===== config.mk =====
export PLATFORM = sky130hd
export DESIGN_NAME = lab2_proc_int_mul_iter
export DESIGN_NICKNAME = d
export VERILOG_FILES = /design/src/rtl/lab2_proc_mul_pkg.sv /design/src/rtl/lab2_proc_int_mul_iter_dpath.sv /design/src/rtl/lab2_proc_int_mul_iter.sv
export SDC_FILE = /design/constraint.sdc
export NUM_CORES = 1
export LEC_CHECK = 0
export ABC_AREA = 1
export CAP_MARGIN = 40
export CELL_PAD_IN_SITES_DETAIL_PLACEMENT = 2
export CELL_PAD_IN_SITES_GLOBAL_PLACEMENT = 2
export CORE_ASPECT_RATIO = 0.9
export CORE_UTILIZATION = 29
export CTS_CLUSTER_SIZE = 24
export DETAILED_ROUTE_END_ITERATION = 12
export GPL_TIMING_DRIVEN = 0
export PLACE_DENSITY_LB_ADDON = 0.1
export SYNTH_ARGS = -nofsm -noshare
export SYNTH_HDL_FRONTEND = slang
export SYNTH_SLANG_ARGS = --single-unit

===== constraint.sdc =====
create_clock -name clk -period 2.9 [get_ports clk]
set_input_delay 0.87 -clock clk [delete_from_list [all_inputs] [get_ports clk]]
set_output_delay 0.87 -clock clk [all_outputs]
set_load 0.05 [all_outputs]

===== src/rtl/lab2_proc_mul_pkg.sv =====
// Shared types and constants for the iterative integer multiplier.
package lab2_proc_mul_pkg;

    localparam int MUL_NBITS      = 32;
    localparam int MUL_REQ_NBITS  = 2 * MUL_NBITS;
    localparam int MUL_RESP_NBITS = MUL_NBITS;

    // Control FSM states
    typedef enum logic [1:0] {
        IDLE = 2'd0,
        CALC = 2'd1,
        DONE = 2'd2
    } mul_state_e;

    // Operand register input select: keep, load from request, or shift one step
    typedef enum logic [1:0] {
        OPND_HOLD  = 2'd0,
        OPND_LOAD  = 2'd1,
        OPND_SHIFT = 2'd2
    } opnd_sel_e;

    // Result register input select: clear for a new request, or accumulate
    typedef enum logic {
        RESULT_CLEAR = 1'b0,
        RESULT_ADD   = 1'b1
    } result_sel_e;

endpackage


===== src/rtl/lab2_proc_int_mul_iter_dpath.sv =====
// Shift-and-add datapath for the iterative multiplier: operand shifters,
// p_nbits accumulator and step counter, steered by the control FSM.
module lab2_proc_int_mul_iter_dpath
    import lab2_proc_mul_pkg::*;
#(
    parameter int p_nbits = MUL_NBITS
)(
    input  logic               clk,
    input  logic               reset,
    input  logic [p_nbits-1:0] op_a,
    input  logic [p_nbits-1:0] op_b,
    input  opnd_sel_e          a_mux_sel,
    input  opnd_sel_e          b_mux_sel,
    input  result_sel_e        result_mux_sel,
    input  logic               result_en,
    input  logic               add_en,
    input  logic               cnt_clr,
    output logic               b_lsb,
    output logic               cnt_last,
    output logic [p_nbits-1:0] result
);

    localparam int CW = $clog2(p_nbits);
    localparam logic [CW-1:0] CNT_LAST = CW'(p_nbits - 1);

    logic [p_nbits-1:0] a_reg, b_reg, result_reg;
    logic [p_nbits-1:0] a_next, b_next, result_next, sum;
    logic [CW-1:0]      cnt;

    // Next-value muxes; the adder is exactly p_nbits wide so carry-out wraps away
    always_comb begin
        a_next = a_reg;
        b_next = b_reg;
        case (a_mux_sel)
            OPND_LOAD:  a_next = op_a;
            OPND_SHIFT: a_next = a_reg << 1;
            default:    a_next = a_reg;
        endcase
        case (b_mux_sel)
            OPND_LOAD:  b_next = op_b;
            OPND_SHIFT: b_next = b_reg >> 1;
            default:    b_next = b_reg;
        endcase
        sum         = result_reg + (add_en ? a_reg : '0);
        result_next = (result_mux_sel == RESULT_ADD) ? sum : '0;
    end

    // Datapath registers; the counter advances in lockstep with the b shifter
    always_ff @(posedge clk) begin
        if (reset) begin
            a_reg      <= '0;
            b_reg      <= '0;
            result_reg <= '0;
            cnt        <= '0;
        end else begin
            a_reg <= a_next;
            b_reg <= b_next;
            if (result_en)
                result_reg <= result_next;
            if (cnt_clr)
                cnt <= '0;
            else if (b_mux_sel == OPND_SHIFT)
                cnt <= cnt + 1'b1;
        end
    end

    assign b_lsb    = b_reg[0];
    assign cnt_last = (cnt == CNT_LAST);
    assign result   = result_reg;

endmodule


===== src/rtl/lab2_proc_int_mul_iter.sv =====
// Iterative multiplier with val/rdy handshakes: returns the low p_nbits of
// op_a*op_b after exactly p_nbits shift-and-add steps.
module lab2_proc_int_mul_iter
    import lab2_proc_mul_pkg::*;
#(
    parameter int p_nbits = MUL_NBITS
)(
    input  logic                 clk,
    input  logic                 reset,
    input  logic                 req_val,
    output logic                 req_rdy,
    input  logic [2*p_nbits-1:0] req_msg,
    output logic                 resp_val,
    input  logic                 resp_rdy,
    output logic [p_nbits-1:0]   resp_msg
);

    mul_state_e  state, state_next;
    opnd_sel_e   a_mux_sel, b_mux_sel;
    result_sel_e result_mux_sel;
    logic        result_en, add_en, cnt_clr;
    logic        b_lsb, cnt_last;

    // State register; reset drops any in-flight operation
    always_ff @(posedge clk) begin
        if (reset)
            state <= IDLE;
        else
            state <= state_next;
    end

    // Next state, Moore handshake outputs and datapath controls
    always_comb begin
        state_next     = state;
        req_rdy        = 1'b0;
        resp_val       = 1'b0;
        a_mux_sel      = OPND_HOLD;
        b_mux_sel      = OPND_HOLD;
        result_mux_sel = RESULT_CLEAR;
        result_en      = 1'b0;
        add_en         = 1'b0;
        cnt_clr        = 1'b0;
        case (state)
            IDLE: begin
                req_rdy = 1'b1;
                if (req_val) begin
                    a_mux_sel      = OPND_LOAD;
                    b_mux_sel      = OPND_LOAD;
                    result_mux_sel = RESULT_CLEAR;
                    result_en      = 1'b1;
                    cnt_clr        = 1'b1;
                    state_next     = CALC;
                end
            end
            CALC: begin
                a_mux_sel      = OPND_SHIFT;
                b_mux_sel      = OPND_SHIFT;
                result_mux_sel = RESULT_ADD;
                result_en      = 1'b1;
                add_en         = b_lsb;
                if (cnt_last)
                    state_next = DONE;
            end
            DONE: begin
                resp_val = 1'b1;
                if (resp_rdy)
                    state_next = IDLE;
            end
            default: state_next = IDLE;
        endcase
    end

    lab2_proc_int_mul_iter_dpath #(
        .p_nbits (p_nbits)
    ) dpath (
        .clk            (clk),
        .reset          (reset),
        .op_a           (req_msg[2*p_nbits-1:p_nbits]),
        .op_b           (req_msg[p_nbits-1:0]),
        .a_mux_sel      (a_mux_sel),
        .b_mux_sel      (b_mux_sel),
        .result_mux_sel (result_mux_sel),
        .result_en      (result_en),
        .add_en         (add_en),
        .cnt_clr        (cnt_clr),
        .b_lsb          (b_lsb),
        .cnt_last       (cnt_last),
        .result         (resp_msg)
    );

endmodule


run_1/met3.png
The bar under the picture is 50 µm long.
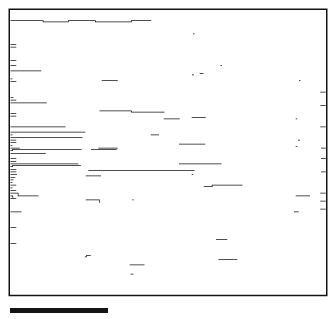
share of all routed wire = 2.7%
wire length on this layer = 689 µm
nets with wire on the layer = 66
main direction = horizontal
longest straight run = 54.1 µm
detailed-route wire length: 25500 µm
number of vias after detailed routing: 7268
global-route met3 utilization: 3.70%

run_1/gate_families.png
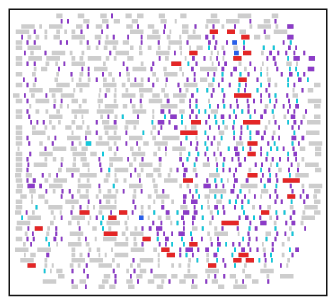
inverters -> cyan  # cells 134
AND-OR and OR-AND gates -> blue  # cells 3
NAND gates -> purple  # cells 449, where widely spread
adder and majority cells -> red  # cells 34
top logic cell by instance count in the layout: nand2_1
count of placed standard cells in the final layout, fillers left out: 1481

run_1/met2.png
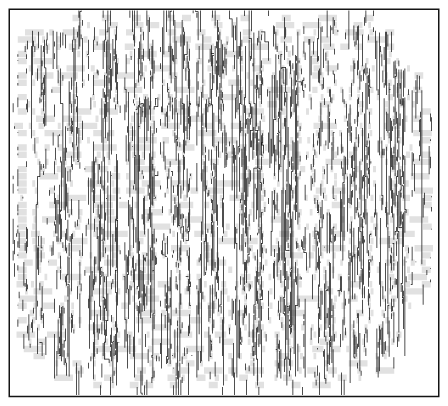
nets with wire on the layer = 1134
longest straight run = 68.5 µm
main direction = vertical
share of all routed wire = 48%
GR met2 Demand/Resource: 37.6%

run_1/final_congestion.png
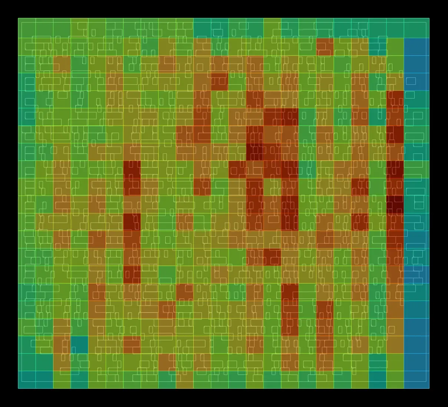
routed len/inst: 17.2 µm
peak-usage layer in the global routing report: met2

run 1: synth_stat cells (all sizes together):
library cell | count | area share [%]
nand2 | 397 | 23
inv | 134 | 7.5
dfxtp | 103 | 31
nor2 | 77 | 4.8
o21ai | 75 | 5.6
a21oi | 68 | 5.4
a31oi | 62 | 5.8
nand3 | 46 | 4.3
ha | 33 | 6.2
clkbuf | 24 | 1.4
buf | 22 | 1.8
nor3 | 6 | 0.45
or2 | 5 | 0.47
a21o | 3 | 0.34
nand3b | 3 | 0.34
nand4 | 3 | 0.28
o21bai | 2 | 0.23
xor2 | 2 | 0.26
and2 | 1 | 0.094
fa | 1 | 0.30
run 1: per-stage QoR:
stage               setup TNS [ps]  cells
finish                           0   1481
global route                 -46.1   1481
CTS                              0   1480
detailed placement           -5610   1464
global placement             -4230   1464
floorplan                        0   1067
==> results.yml, run 1 <==
# generated from flow reports
power_and_ir_drop:
  power_combinational_uw: 586
  leakagePower_uw: 0.00383
  internal_power_uw: 2370
  power_density_mw_per_mm2: 404
  total_power_uw: 3460
yosys:
  mappedNetlistArea_mm2: 0.00666
  postSynthSeqShare_pct: 30.9
  synthAdderAreaFrac_pct: 6.50
floorplan:
  row_count: 52
  die_h_um: 146
  dieWidth_um: 162
  fp_util_pct: 29.6
  core_area_mm2: 0.0225
worst_setup_path:
  worstReg2RegStart: "state[1]"
  critical_path.max_stage_delay_ps: 420
  crit_slowest_cell: "ha_2"
  crit_path_max_fanout: 10
  setup.worst_path.class: "reg2reg"
  worstSetupPathDepth: 18
  timing.critical_path.to: "dpath.result[27]"
  worst_ep_required_time_ps: 3110
  path_common_cell: "nand2_1"
finish:
  post_route_core_utilization_pct: 38.0
  area.share.sequential_pct: 24.1
  areaGrowthSynthToFinish_pct: 28.4
  inverters_excl_clock: 134
  fin_area_mm2: 0.00856
  final.clkbuf_count: 10
  fillCellCount: 2817
routing:
  top_layer_used: "met4"
  drt-initial-drc-count: 166
  wl_met2_um: 12100
timing:
  layout_min_cycle_time_ps: 2770
  postLayoutSetupSlackWorst_ps: 126
  max_slew_margin_pct: 46.0
  fin_worst_hold_slack_ps: 467
  setup-violations-final: 0
place:
  area_post_placement_mm2: 0.00804
  placement.io_buffers: 100
  place.detailed.hpwl_um: 20400
clock_network:
  clkTransAtPathRegs_ps: 80
  cts.path.max_buffers: 2
  cts_repair_resize_count: 11
  cts_tree: "done"
  cts_buffers: 9
  cts_setup_buffers: 0
status:
  status: "finished clean"
job:
  max_cap_viol_count: 0
global_route:
  grt_start_max_net_pins: 20
  grtUsageTotal_pct: 22.1
==> run 1 -> run 2 <==
--- a/config.mk
+++ b/config.mk
@@ -11,6 +11,7 @@
 export CELL_PAD_IN_SITES_GLOBAL_PLACEMENT = 2
 export CORE_ASPECT_RATIO = 0.9
 export CORE_UTILIZATION = 29
+export CTS_CLUSTER_DIAMETER = 80
 export CTS_CLUSTER_SIZE = 24
 export DETAILED_ROUTE_END_ITERATION = 12
 export GPL_TIMING_DRIVEN = 0
==> results.yml, run 2 <==
# generated from flow reports
global_route:
  grtUsageTotal_pct: 22.1
  grt_start_max_net_pins: 20
  grt.busiest_layer: "met2"
yosys:
  post-synth-top-count-cell: "nand2_1"
  ys_dominant_reg_cell: "dfxtp_1"
  top_cell_area_share_pct: 30.9
  post-synth-top-area-cell: "dfxtp_1"
  postSynthSeqShare_pct: 30.9
  post_synth_most_frequent_cells: "nand2_1 (374), inv_1 (124), dfxtp_1 (103)"
  synth-async-reset-ratio_pct: 0
place:
  place.detailed.hpwl_um: 20400
  place_inst: 1464
  area_post_placement_mm2: 0.00804
  placement.io_buffers: 100
routing:
  num_vias: 7268
  wire_per_inst_um: 17.2
  wl_met2_um: 12100
  detail_route.wirelength_um: 25500
  drt-initial-drc-count: 166
worst_setup_path:
  crit_slowest_cell: "ha_2"
  crit_path_max_fanout: 10
  worstSetupPathDepth: 18
  worstReg2RegStart: "state[1]"
  worst_ep_required_time_ps: 3110
  path_common_cell: "nand2_1"
  critical_path.max_stage_delay_ps: 420
  timing.critical_path.to: "dpath.result[27]"
floorplan:
  core_area_mm2: 0.0225
  row_count: 52
  fp_util_pct: 29.6
  dieWidth_um: 162
finish:
  fillCellCount: 2817
  areaGrowthSynthToFinish_pct: 28.4
  final-instance-count-excl-fill: 1481
  top_logic_cell_by_instance_count_in_the_layout: "nand2_1"
job:
  max_cap_viol_count: 0
clock_network:
  clkTransAtPathRegs_ps: 80
  cts_tree: "done"
  cts.path.max_buffers: 2
timing:
  layout_min_cycle_time_ps: 2770
  setup-violations-final: 0
  setup_total_negative_slack_ps: 0
  fin_worst_hold_slack_ps: 467
status:
  status: "finished clean"
power_and_ir_drop:
  leakagePower_uw: 0.00383
==> run 2: what timing repair did <==
item                                    in CTS  in global routing
pin swaps                                    0                  1
endpoints found under the setup margin      25                 21
buffers inserted                             0                  1
resized                                     11                 55
==> run 2: report_power, final <==
group | internal (µW) | total [µW] | switching, µW
Combinational | 225 | 586 | 361
Clock | 632 | 1310 | 676
Sequential | 1520 | 1570 | 51.3
Total | 2370 | 3460 | 1090
==> run 2: area by class of cell <==
cell class / instances / share of cell area [%]
plain buffers: 46 / 2.81
clock inverters: 6 / 0.731
flip-flops and latches: 103 / 24.1
well taps: 297 / 4.34
multi-input cells: 784 / 47.5
inverters: 134 / 5.93
repair buffers: 101 / 11.8
clock buffers: 10 / 2.79
run_2/registers.png
Other sequential cells in the stronger gray, the rest of the logic in the fainter gray.
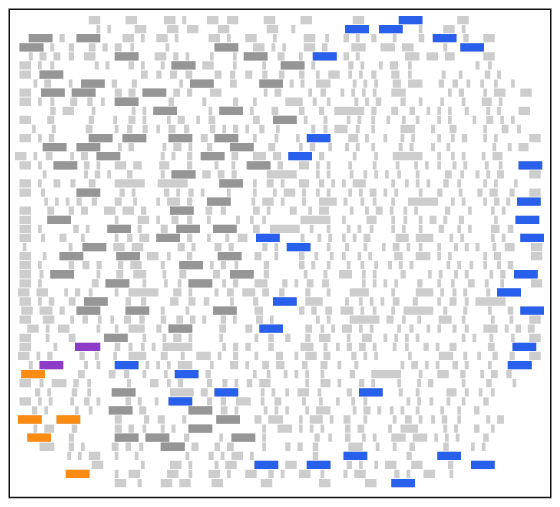
`dpath.cnt` -> orange  # sequential cells 5, where bottom left
`state` -> purple  # sequential cells 2
`dpath.result` -> blue  # sequential cells 32
not colored = 64
post-route core utilization: 38.0%
sequential group power: 1570 µW
flip-flop and latch area: 0.00206 mm²

Power figures rest on the tool's default switching activity, not on a simulated workload.
